met3.png
The bar under the picture is 20 microns long.
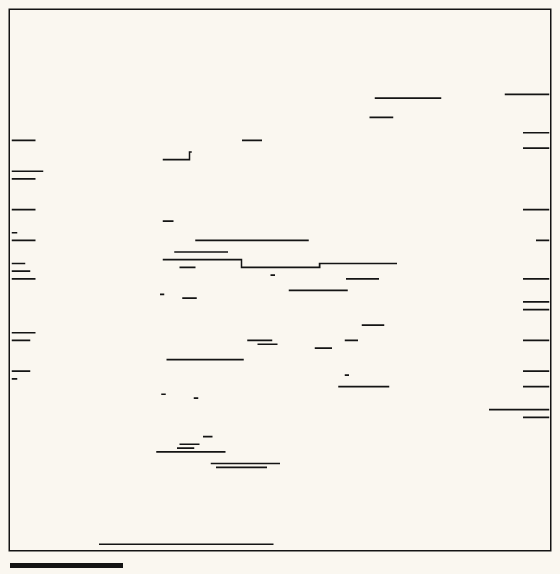
density.png
The die is cut into 10 by 10 equal tiles; black is low, pale yellow is high, 0 to 100% covered.
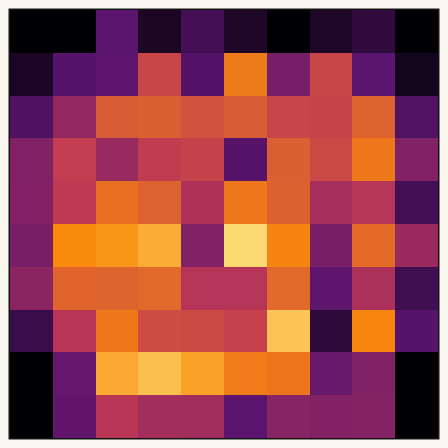
final_placement.png
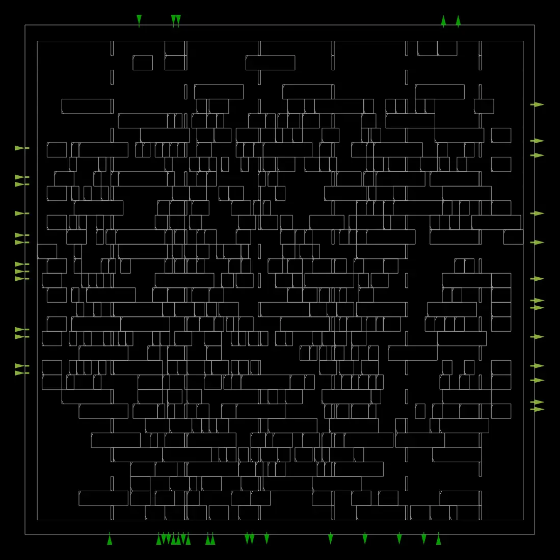
gate_families.png
The bar under the picture is 20 microns long.
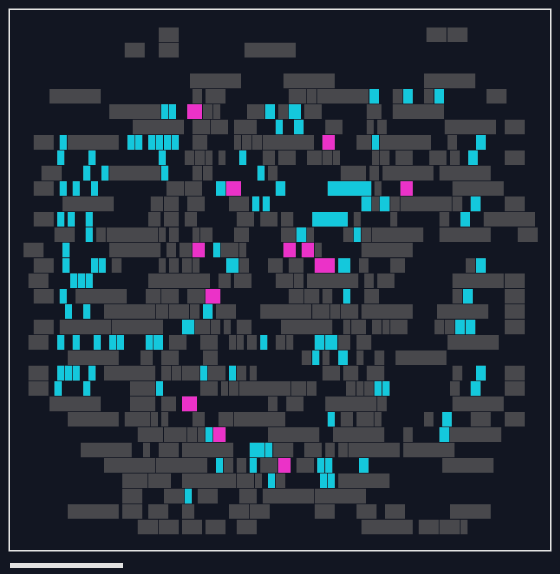
[src/rtl/prbs_pkg.sv]
// prbs_pkg: shared FSM state encoding and default tap mask for the PRBS burst sequencer.
package prbs_pkg;
    typedef enum logic [1:0] {IDLE, LOAD, RUN, DONE} state_t;
    localparam logic [2:0] DEFAULT_TAPS_3 = 3'b101;
endpackage

[src/rtl/prbs_lfsr_core.sv]
// prbs_lfsr_core: Fibonacci LFSR register with parallel load and single-step shift.
module prbs_lfsr_core
    import prbs_pkg::*;
#(
    parameter int WIDTH = 3,
    parameter logic [WIDTH-1:0] TAPS = WIDTH'(DEFAULT_TAPS_3)
) (
    input  logic             clk,
    input  logic             rst,
    input  logic             load,
    input  logic [WIDTH-1:0] load_val,
    input  logic             shift,
    output logic [WIDTH-1:0] q
);
    always_ff @(posedge clk or posedge rst)
        if (rst) q <= '0;
        else if (load) q <= load_val;
        else if (shift) q <= {q[WIDTH-2:0], ^(q & TAPS)};
endmodule

[src/rtl/prbs_burst_ctrl.sv]
// prbs_burst_ctrl: loads a seeded LFSR, emits burst_len PRBS bits on divider ticks
// and measures the shift count until the state returns to the seed.
module prbs_burst_ctrl
    import prbs_pkg::*;
#(
    parameter int WIDTH = 3,
    parameter logic [WIDTH-1:0] TAPS = WIDTH'(DEFAULT_TAPS_3),
    parameter int LEN_W = 16
) (
    input  logic             clk,
    input  logic             rst,
    input  logic             tick,
    input  logic             start,
    input  logic             abort,
    input  logic [WIDTH-1:0] seed,
    input  logic [LEN_W-1:0] burst_len,
    output logic [WIDTH-1:0] lfsr_q,
    output logic             bit_out,
    output logic             bit_valid,
    output logic             busy,
    output logic             done,
    output logic             seed_err,
    output logic [LEN_W-1:0] period,
    output logic             period_valid
);
    state_t state, state_d;
    logic [WIDTH-1:0] seed_l, q_next;
    logic [LEN_W-1:0] len_l, count, cnt_inc;
    logic accept, shift, load;

    assign accept  = state == IDLE && start && |seed;
    assign shift   = state == RUN && tick && !abort;
    assign load    = state == LOAD && !abort;
    assign q_next  = {lfsr_q[WIDTH-2:0], ^(lfsr_q & TAPS)};
    assign cnt_inc = count + LEN_W'(1);
    assign busy    = state == LOAD || state == RUN;
    assign done    = state == DONE;

    prbs_lfsr_core #(.WIDTH(WIDTH), .TAPS(TAPS)) u_core (
        .clk(clk), .rst(rst), .load(load), .load_val(seed_l), .shift(shift), .q(lfsr_q)
    );

    always_ff @(posedge clk or posedge rst)
        if (rst) state <= IDLE;
        else state <= state_d;

    always_comb begin
        state_d = state;
        unique case (state)
            IDLE: state_d = accept ? LOAD : IDLE;
            LOAD: state_d = abort ? IDLE : (len_l == '0) ? DONE : RUN;
            RUN:  state_d = abort ? IDLE : (tick && cnt_inc == len_l) ? DONE : RUN;
            DONE: state_d = IDLE;
        endcase
    end

    always_ff @(posedge clk or posedge rst)
        if (rst) begin
            seed_l       <= '0;
            len_l        <= '0;
            count        <= '0;
            period       <= '0;
            period_valid <= 1'b0;
            bit_out      <= 1'b0;
            bit_valid    <= 1'b0;
            seed_err     <= 1'b0;
        end else begin
            bit_valid <= shift;
            seed_err  <= state == IDLE && start && seed == '0;
            if (shift) bit_out <= lfsr_q[WIDTH-1];
            if (accept) begin
                seed_l       <= seed;
                len_l        <= burst_len;
                count        <= '0;
                period       <= '0;
                period_valid <= 1'b0;
            end
            if (shift) begin
                count <= cnt_inc;
                // only the first return to the seed defines the period
                if (q_next == seed_l && !period_valid) begin
                    period       <= cnt_inc;
                    period_valid <= 1'b1;
                end
            end
        end
endmodule

[config.mk]
export PLATFORM = sky130hd
export DESIGN_NAME = prbs_burst_ctrl
export DESIGN_NICKNAME = d
export VERILOG_FILES = /design/src/rtl/prbs_pkg.sv /design/src/rtl/prbs_lfsr_core.sv /design/src/rtl/prbs_burst_ctrl.sv
export SDC_FILE = /design/constraint.sdc
export NUM_CORES = 1
export LEC_CHECK = 0
export ABC_CLOCK_PERIOD_IN_PS = 4300
export CAP_MARGIN = 20
export CORE_MARGIN = 2
export CORE_UTILIZATION = 40
export CTS_BUF_LIST = sky130_fd_sc_hd__clkbuf_4
export CTS_CLUSTER_SIZE = 10
export DETAILED_ROUTE_END_ITERATION = 8
export PLACE_DENSITY = 0.67
export SETUP_SLACK_MARGIN = 0.1
export SYNTH_ARGS = -nofsm -noshare
export SYNTH_HDL_FRONTEND = slang
export SYNTH_SLANG_ARGS = --single-unit
[constraint.sdc]
create_clock -name clk -period 4.3 [get_ports clk]
set_clock_uncertainty 0.05 [all_clocks]
set_input_delay 1.29 -clock clk [delete_from_list [all_inputs] [get_ports clk]]
set_output_delay 1.29 -clock clk [all_outputs]
set_load 0.01 [all_outputs]
==> out/metrics.cfg <==
[setup_path]
startpoint=seed[1]
rrSetupSlack_ns=1.32
critical_path_class=in2reg
cpMaxStageDelayCell=nor2_1
crit_path_cell_trace=clkdlybuf4s50_1, o311ai_4, inv_1, nor2_1, o21ai_0, o31ai_1
critPathMaxStageDelay_ns=0.77
required_ns=4.56
reg2reg_to=state[0]$_DFF_PP0_
crit_path_end=count[3]$_DFFE_PP0P_
crit_path_end_kind=flip-flop

[run_status]
status=finished, final reports clean

[placed_design]
hpwlAfterDp_microns=5700
dpl.cell_count=511
port-buffer-count=48

[final_timing]
holdWs_ns=0.452
drv_slew=0
hold_viol=0
setup_violations=0
setup_ws_ns=1.05
fmax_mhz=308

[final_layout]
layout_top_cells=71 x nand2_1, 60 x dfrtp_1, 48 x clkdlybuf4s50_1
fillers=796
design_area_sq_um=3990
area_delta_synth_final_pct=19.1

[global_routing]
grt-ovfl-total=0
gr-max-usage-layer=met1
met2_usage_pct=27.8
grt_max_degree=61
met1_usage_pct=28.2

[synthesis]
ys_area_sq_um=3350
synth_warnings=0
synth_area_per_cell_sq_um=8.86
syn_area_sq_um=3350
syn_nets=408
flop_cell=dfrtp_1
numSynthFlops=60

[pwr]
powerComb_w=0.000290
internal_power_w=0.000939
p_leak_nw=1.66
seq_power_share_pct=51.4
switching_share_pct=31.7
pg_seq_w=0.000707

[floorplanning]
die_w_microns=95.5
initial_core_util_pct=41.0
die_y_microns=95.5
die_area_sq_um=9120
core_sq_um=8180
rows=33

[drt]
detail_route.vias_per_cell=5.36
post_drt_wl_per_cell_microns=15.0
first_pass_iters=5
dr_wl_met2_microns=3510
drc=0

[cts]
ctsResizeCount=0
clkTransAtPathRegs_ns=0.10
cts_tree=yes
cts.path.max_buffers=2
clock_latency_ns=0.41

[hold_path]
min_path_type=reg2reg
whs_path_depth=2

[flow_run]
maxCapViolCount=0

-- met3.png (at the start) --
The layer carries 333 microns of wire. The wires run mostly horizontal. The layer holds 4.2% of the routed length. 48 nets have wire on it. The longest straight run is 30.6 microns.
DRT Wirelength: 7930 microns
Global Route met3 Usage: 2.85%
total number of vias: 2,823

-- density.png (at the start) --
8.0% of the tiles are nearly empty. 7.0% of the tiles are over 75% full. The mean over all tiles is 42%. The fullest tile reaches 92%. The emptiest ninth of the die: top left.

-- final_placement.png (at the start) --
registers: 60
Seq/total area: 37.7%

-- gate_families.png (at the start) --
Cyan shows NAND gates, cells 106. Magenta shows AND and OR gates, cells 12.

## worst max-delay path, delay by kind of cell
family	cells	cell delay, ns
buffers and inverters	2	0.79
AND/OR/NAND/NOR	1	0.77
AND-OR/OR-AND	3	0.65
## cell type report
type                            count  share of cell area, %
Clock buffer                        9                   1.69
Sequential cell                    60                   37.7
Multi-Input combinational cell    283                   41.9
Timing Repair Buffer               51                   12.9
Clock inverter                      7                   1.44
Inverter                           12                   1.13
Tap cell                          105                   3.29
## Yosys cell counts, types with 2 or more instances
master / number / area, sq um
buf_1: 2 / 7.51
o22ai_1: 4 / 25.0
o311ai_0: 2 / 17.5
mux2i_1: 2 / 20.0
or4_1: 2 / 15.0
o31ai_1: 8 / 60.1
inv_1: 12 / 45.0
nand2_1: 71 / 267
nor3b_1: 2 / 15.0
mux2_2: 2 / 22.5
clkbuf_8: 4 / 55.1
nand2b_1: 2 / 12.5
xor2_1: 8 / 70.1
o21ai_0: 46 / 230
clkbuf_1: 11 / 41.3
dfrtp_1: 60 / 1500
and3_1: 5 / 31.3
nor4_1: 8 / 50.1
nor2_1: 20 / 75.1
xnor2_1: 21 / 184
nor3_1: 9 / 45.0
a21oi_1: 10 / 50.1
clkbuf_2: 2 / 10.0
nand3_1: 27 / 135
nand4_1: 3 / 18.8
ha_1: 6 / 75.1
nor2b_1: 2 / 12.5
a32o_1: 2 / 20.0
buf_2: 2 / 10.0
## flip-flops by register name, summed over array words and instances, names as in the netlist
signal,flops
len_l,16
bit_out,1
period_valid,1
u_core.q,3
bit_valid,1
seed_err,1
seed_l,3
count,16
period,16
state,2
## cell families after synthesis
kind of cell / share of synthesized area, %
compound gates: 15.6
xor+xnor: 7.59
fa+ha+maj: 2.24
buf+inv: 5.72
flops: 44.8
mux: 1.27
simple gates: 22.7
